Figure 1. Sizing map.
(2 px per um)
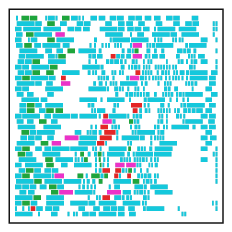
Figure 2. Met3 routing.
(4 px per um) Cells faint in the background.
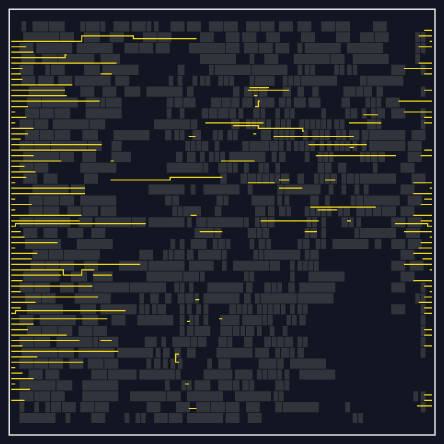
Figure 3. Signal metal coverage by tile.
(4 px per um) The die is cut into 21 by 21 equal tiles; dark purple is low, yellow is high, scaled to the fullest tile. Values are wire area over tile area, all layers added.
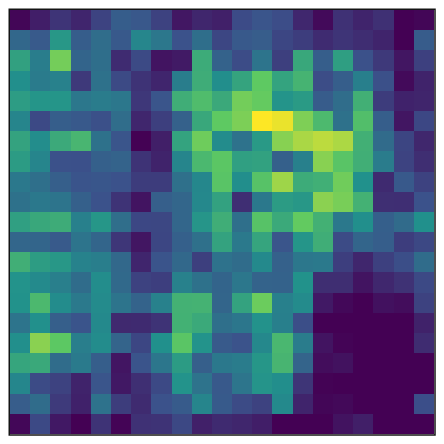
Figure 4. Clock routing.
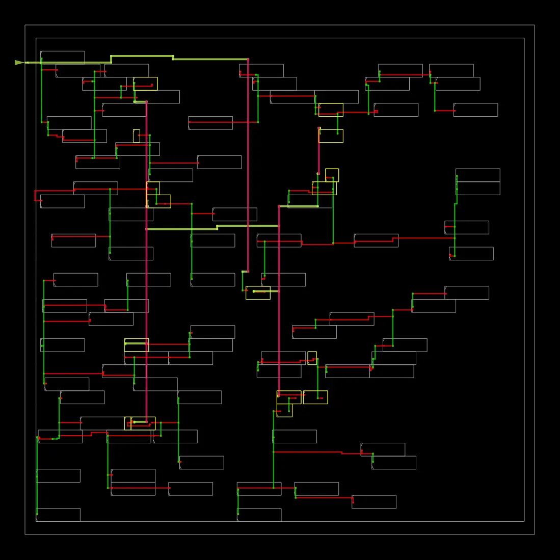
$ cat config.mk
export PLATFORM = sky130hd
export DESIGN_NAME = instr_sequencer
export DESIGN_NICKNAME = d
export VERILOG_FILES = /design/src/rtl/instr_sequencer.sv
export SDC_FILE = /design/constraint.sdc
export NUM_CORES = 1
export LEC_CHECK = 0
export ABC_AREA = 1
export ABC_CLOCK_PERIOD_IN_PS = 2400
export CAP_MARGIN = 40
export CORE_MARGIN = 2
export CORE_UTILIZATION = 45
export DETAILED_ROUTE_END_ITERATION = 8
export PLACE_DENSITY_LB_ADDON = 0.25
export SYNTH_ARGS = -nofsm -noshare
export SYNTH_HDL_FRONTEND = slang
export SYNTH_SLANG_ARGS = --single-unit
$ cat constraint.sdc
create_clock -name clk -period 2.4 [get_ports clk]
set_clock_uncertainty 0.15 [all_clocks]
set_input_delay 0.48 -clock clk [delete_from_list [all_inputs] [get_ports clk]]
set_output_delay 0.48 -clock clk [all_outputs]
set_load 0.005 [all_outputs]
$ cat src/rtl/instr_sequencer.sv
// Instruction sequencer: IDLE/FETCH/DECODE/EXECUTE/WRITEBACK/TRAP with fetch timeout and illegal-instruction trap.
// Define PERF_CNT_EN to build the retired-instruction counter; otherwise retired_cnt reads 0.
module instr_sequencer #(
  parameter logic [31:0] RESET_PC     = 32'h0000_0000,
  parameter int unsigned IMEM_TIMEOUT = 15
) (
  input  logic        clk,
  input  logic        rst_n,
  input  logic        start,
  input  logic        stop_req,
  output logic        imem_req,
  output logic [31:0] imem_addr,
  input  logic        imem_ack,
  input  logic [31:0] imem_rdata,
  output logic [31:0] ir,
  input  logic        cu_reg_wen,
  input  logic        cu_reg_flag,
  output logic        alu_en,
  output logic        rf_we,
  output logic [31:0] pc,
  output logic        busy,
  output logic        trap,
  output logic [1:0]  trap_cause,
  output logic [31:0] retired_cnt
);
  typedef enum logic [2:0] {IDLE, FETCH, DECODE, EXECUTE, WRITEBACK, TRAP} state_e;

  localparam logic [7:0] TIMEOUT_CNT   = 8'(IMEM_TIMEOUT);
  localparam logic [1:0] CAUSE_NONE    = 2'b00;
  localparam logic [1:0] CAUSE_FETCH   = 2'b01;
  localparam logic [1:0] CAUSE_ILLEGAL = 2'b10;

  state_e      state_q, state_d;
  logic [31:0] pc_q, pc_d;
  logic [31:0] ir_q, ir_d;
  logic [7:0]  wait_q, wait_d;
  logic        stop_pend_q, stop_pend_d;
  logic [1:0]  cause_q, cause_d;
  logic        imem_req_q, imem_req_d;
  logic        alu_en_q, alu_en_d;
  logic        rf_we_q, rf_we_d;
  logic        busy_q, busy_d;
  logic        trap_q, trap_d;
  logic        unused_cu_reg_flag;

  // Loads finish in EXECUTE like any ALU op, so the load flag needs no extra state.
  assign unused_cu_reg_flag = cu_reg_flag;

  always_comb begin
    state_d     = state_q;
    pc_d        = pc_q;
    ir_d        = ir_q;
    wait_d      = wait_q;
    cause_d     = cause_q;
    stop_pend_d = stop_pend_q | (stop_req && (state_q != IDLE) && (state_q != TRAP));
    case (state_q)
      IDLE: if (start) state_d = FETCH;
      FETCH: begin
        // An ack on the final allowed cycle takes priority over the timeout.
        if (imem_ack) begin
          ir_d    = imem_rdata;
          wait_d  = '0;
          state_d = DECODE;
        end else if (wait_q + 8'd1 == TIMEOUT_CNT) begin
          wait_d  = '0;
          cause_d = CAUSE_FETCH;
          state_d = TRAP;
        end else begin
          wait_d = wait_q + 8'd1;
        end
      end
      DECODE: begin
        if (!cu_reg_wen) begin
          cause_d = CAUSE_ILLEGAL;
          state_d = TRAP;
        end else begin
          state_d = EXECUTE;
        end
      end
      EXECUTE: state_d = WRITEBACK;
      WRITEBACK: begin
        pc_d = pc_q + 32'd4;
        if (stop_pend_d) begin
          stop_pend_d = 1'b0;
          state_d     = IDLE;
        end else begin
          state_d = FETCH;
        end
      end
      TRAP: begin
        if (start) begin
          pc_d        = RESET_PC;
          cause_d     = CAUSE_NONE;
          stop_pend_d = 1'b0;
          state_d     = FETCH;
        end
      end
      default: state_d = IDLE;
    endcase
    // Outputs are registered from the next state so they line up with state_q.
    imem_req_d = (state_d == FETCH);
    alu_en_d   = (state_d == EXECUTE);
    rf_we_d    = (state_d == WRITEBACK);
    busy_d     = (state_d == FETCH) || (state_d == DECODE) ||
                 (state_d == EXECUTE) || (state_d == WRITEBACK);
    trap_d     = (state_d == TRAP);
  end

  always_ff @(posedge clk or negedge rst_n) begin
    if (!rst_n) begin
      state_q     <= IDLE;
      pc_q        <= RESET_PC;
      ir_q        <= '0;
      wait_q      <= '0;
      stop_pend_q <= 1'b0;
      cause_q     <= CAUSE_NONE;
      imem_req_q  <= 1'b0;
      alu_en_q    <= 1'b0;
      rf_we_q     <= 1'b0;
      busy_q      <= 1'b0;
      trap_q      <= 1'b0;
    end else begin
      state_q     <= state_d;
      pc_q        <= pc_d;
      ir_q        <= ir_d;
      wait_q      <= wait_d;
      stop_pend_q <= stop_pend_d;
      cause_q     <= cause_d;
      imem_req_q  <= imem_req_d;
      alu_en_q    <= alu_en_d;
      rf_we_q     <= rf_we_d;
      busy_q      <= busy_d;
      trap_q      <= trap_d;
    end
  end

`ifdef PERF_CNT_EN
  logic [31:0] retired_q, retired_d;

  // Survives TRAP restart; only reset clears it.
  always_comb retired_d = (state_q == WRITEBACK) ? retired_q + 32'd1 : retired_q;

  always_ff @(posedge clk or negedge rst_n) begin
    if (!rst_n) retired_q <= '0;
    else        retired_q <= retired_d;
  end

  assign retired_cnt = retired_q;
`else
  assign retired_cnt = '0;
`endif

  assign imem_req   = imem_req_q;
  assign imem_addr  = pc_q;
  assign ir         = ir_q;
  assign alu_en     = alu_en_q;
  assign rf_we      = rf_we_q;
  assign pc         = pc_q;
  assign busy       = busy_q;
  assign trap       = trap_q;
  assign trap_cause = cause_q;
endmodule

==> flow_summary.ini <==
; physical design summary
[run_status]
status = finished, final reports clean

[global_route]
use_met3_pct = 6.131
antenna_found_initial = 0
grt-busiest-layer = met2
grt_use_total_pct = 19.95
use_met1_pct = 24.70
grtUsageMet2_pct = 32.40
gr-total-overflow = 0
grt_max_degree = 52
grt_pass1_wl_mm = 18.02
grt_pass1_vias = 3937

[pwr]
vdd_drop_max_uv = 698.8
switching_power_mw = 1.849
netSwitchingFraction_pct = 34.37
p_int_mw = 3.530
clockPowerShare_pct = 16.8
leakage_nw = 2.689
p_comb_share_pct = 43.5
power_density_mw_per_mm2 = 891.0
seq_power_share_pct = 39.7

[yosys]
synthCells = 557
syn_area_mm2 = 0.004689
synth_seq_share_pct = 43.22
syn_avg_cell_area_um2 = 8.419
ys_warn_count = 0
synth-async-reset-ratio_pct = 100.0
synth_cell_type_count = 35
edf_count = 0
synthTopCellsByCount = 127 x nand2_1, 81 x dfrtp_1, 66 x buf_4
synth-main-ff-cell = dfrtp_1
ys_cells = 557
top_cell = nand2_1
yosys_area_mm2 = 0.004689
yosysTopAreaCell = dfrtp_1
yosysTopAreaCellShare_pct = 43.22
ys_seq_elements = 81
area_leaders = dfrtp_1 43%, buf_4 11%, nand2_1 10%

[layout]
layout-drive-gt1-share_pct = 11.13
final_common_cell = clkdlybuf4s50_1
final_cell_mix = 135 x clkdlybuf4s50_1, 127 x nand2_1, 81 x dfrtp_1
n_antenna_cell = 0
utilization_pct = 59.01
fin_nets = 711
area_growth_pct = 28.74

[min_path]
hold_path.class = reg -> reg
whs_path_depth = 2

[worst_setup_path]
critPathLaunch = imem_addr[23]
critPathBufInv = 1
cp_slowest_cell = clkdlybuf4s50_1
rr_endpoint = trap_cause[1]
rrSetupSlack_ns = 0.49
crit_type = reg -> out
crit_path_max_incr_delay_ns = 0.57
r2r_start = wait_q[1]
worst_setup_path_end_kind = output port
crit_arrival_ns = 1.44
path_cells = clkdlybuf4s50_1
start_kind = register
reg2reg_depth = 10
crit_cells = 1
crit_family = buffers and inverters
critPathRequiredTime_ns = 1.77
crit_path_max_fanout = 8
cp-endpoint = imem_addr[23]

[clock_tree]
postCtsSetupRepairBufs = 0
clk_latency_ns = 0.35
cts_resized = 0
path_clk_slew_ns = 0.08
cts-htree-levels = 3
cts-buffers-inserted = 9
root_buffer = clkbuf_8
tritoncts = done
clk_path_buf_depth = 2
postCtsHoldBufs = 1

[final_timing]
setup_viol = 0
min_period_ns = 2.071
rsz0062_at_grt = false
hold_slack_ns = 0.3551
slew_violations = 0
finalClockPeriodUsage_pct = 86.30
hold_viol_final = 0
max_freq_mhz = 482.8
timing.setup.tns_ns = 0

[routing]
avgViaCountPerCell = 4.953
drc = 0
met1Wirelength_mm = 4.590
dr_wl_met2_mm = 4.973
highest_layer = met4
via_count = 4012
wl_met3_mm = 1.038
antenna_left = 0
drt_first_pass_iters = 4
wl_per_cell_um = 13.36
wirelength_mm = 10.82
drtIter0Drc = 126

[place]
dpl.hpwl_mm = 8.247
gp_congestion = 0.9005
io_buffers = 136

[job]
cap_violations = 0
warning_count = 28

[die]
chipArea_mm2 = 0.01125
rows = 37
core_mm2 = 0.01023
die_h_um = 106.1
fp_util_pct = 45.84
ioPinCount = 174
die_w_um = 106.1
Back to the opening pictures, Figure 1:
- _6 and larger: magenta (cells 13; most used clkbuf_8)
- _2 cells: green (cells 46; most used mux2_2)
- _0 and _1 cells: cyan (cells 599; most used clkdlybuf4s50_1)
- _3 and _4 cells: red (cells 16; most used buf_4)

Back to the opening pictures, Figure 2:
- main direction: horizontal
- nets with wire on the layer: 129
- longest straight run: 32.4 um
- wire length on this layer: 1040 um
- share of all routed wire: 9.6%

Back to the opening pictures, Figure 3:
- fullest tile: 0.48
- emptiest ninth of the die: bottom right
- nearly empty tiles: 8.6%

Back to the opening pictures, Figure 4:
clk pwr: 0.904 mW
CTS Sinks: 81

sequential cells by signal, indices dropped and copies added (netlist names), 2 cells and up:
name and cells:
trap_cause 2, imem_addr 30, ir 32, wait_q 8, state_q 3
power groups by stage:
stage	Clock, mW	Combinational [mW]	Sequential (mW)
2_1_floorplan	0	1.26	2.12
3_3_place_gp	0	2.31	2.14
3_5_place_dp	0	2.35	2.16
4_1_cts	0.930	2.37	2.14
5_1_grt	0.990	2.57	2.20
6_report	0.904	2.34	2.14
through the flow:
stage | worst slack (ns) | std cells | power, mW | cell area [um^2]
2_1_floorplan | 0.7314 | 592 | 3.384 | 4821
3_3_place_gp | 0.2584 | 793 | 4.448 | 5853
3_5_place_dp | 0.2091 | 793 | 4.515 | 5853
4_1_cts | 0.2957 | 810 | 5.448 | 6037
5_1_grt | 0.2507 | 810 | 5.764 | 6037
6_report | 0.3289 | 810 | 5.379 | 6037
kinds of logic (layout without fill, tap and decap cells):
group           Yosys count  count (layout)  share of synthesized area (%)
compound gates           44              44                          5.310
xor+xnor                  4               4                         0.7470
fa+ha+maj                 3               3                         0.8005
buf+inv                 130             212                          16.36
flops                    81              81                          43.22
mux                      32              32                          7.684
other cells               1              36                        0.07997
simple gates            262             262                          25.80
worst min path at each step:
stage                  start  slack, ns            end
3_3_place_gp           rst_n       0.28         ir[20]
3_5_place_dp           rst_n       0.29         ir[20]
2_1_floorplan          rst_n       0.03         alu_en
5_1_grt               ir[30]       0.37         ir[30]
4_1_cts        trap_cause[0]       0.35  trap_cause[0]
6_report       trap_cause[0]       0.36  trap_cause[0]
cell type report:
class | instances | area (um^2)
clock buffer | 12 | 145.1
timing repair buffer | 142 | 1431
clock inverter | 4 | 28.78
tap | 136 | 170.2
inverter | 54 | 207.7
multi-input combinational | 381 | 2027
sequential | 81 | 2027
fill | 936 | 4194
Power figures rest on the tool's default switching activity, not on a simulated workload.
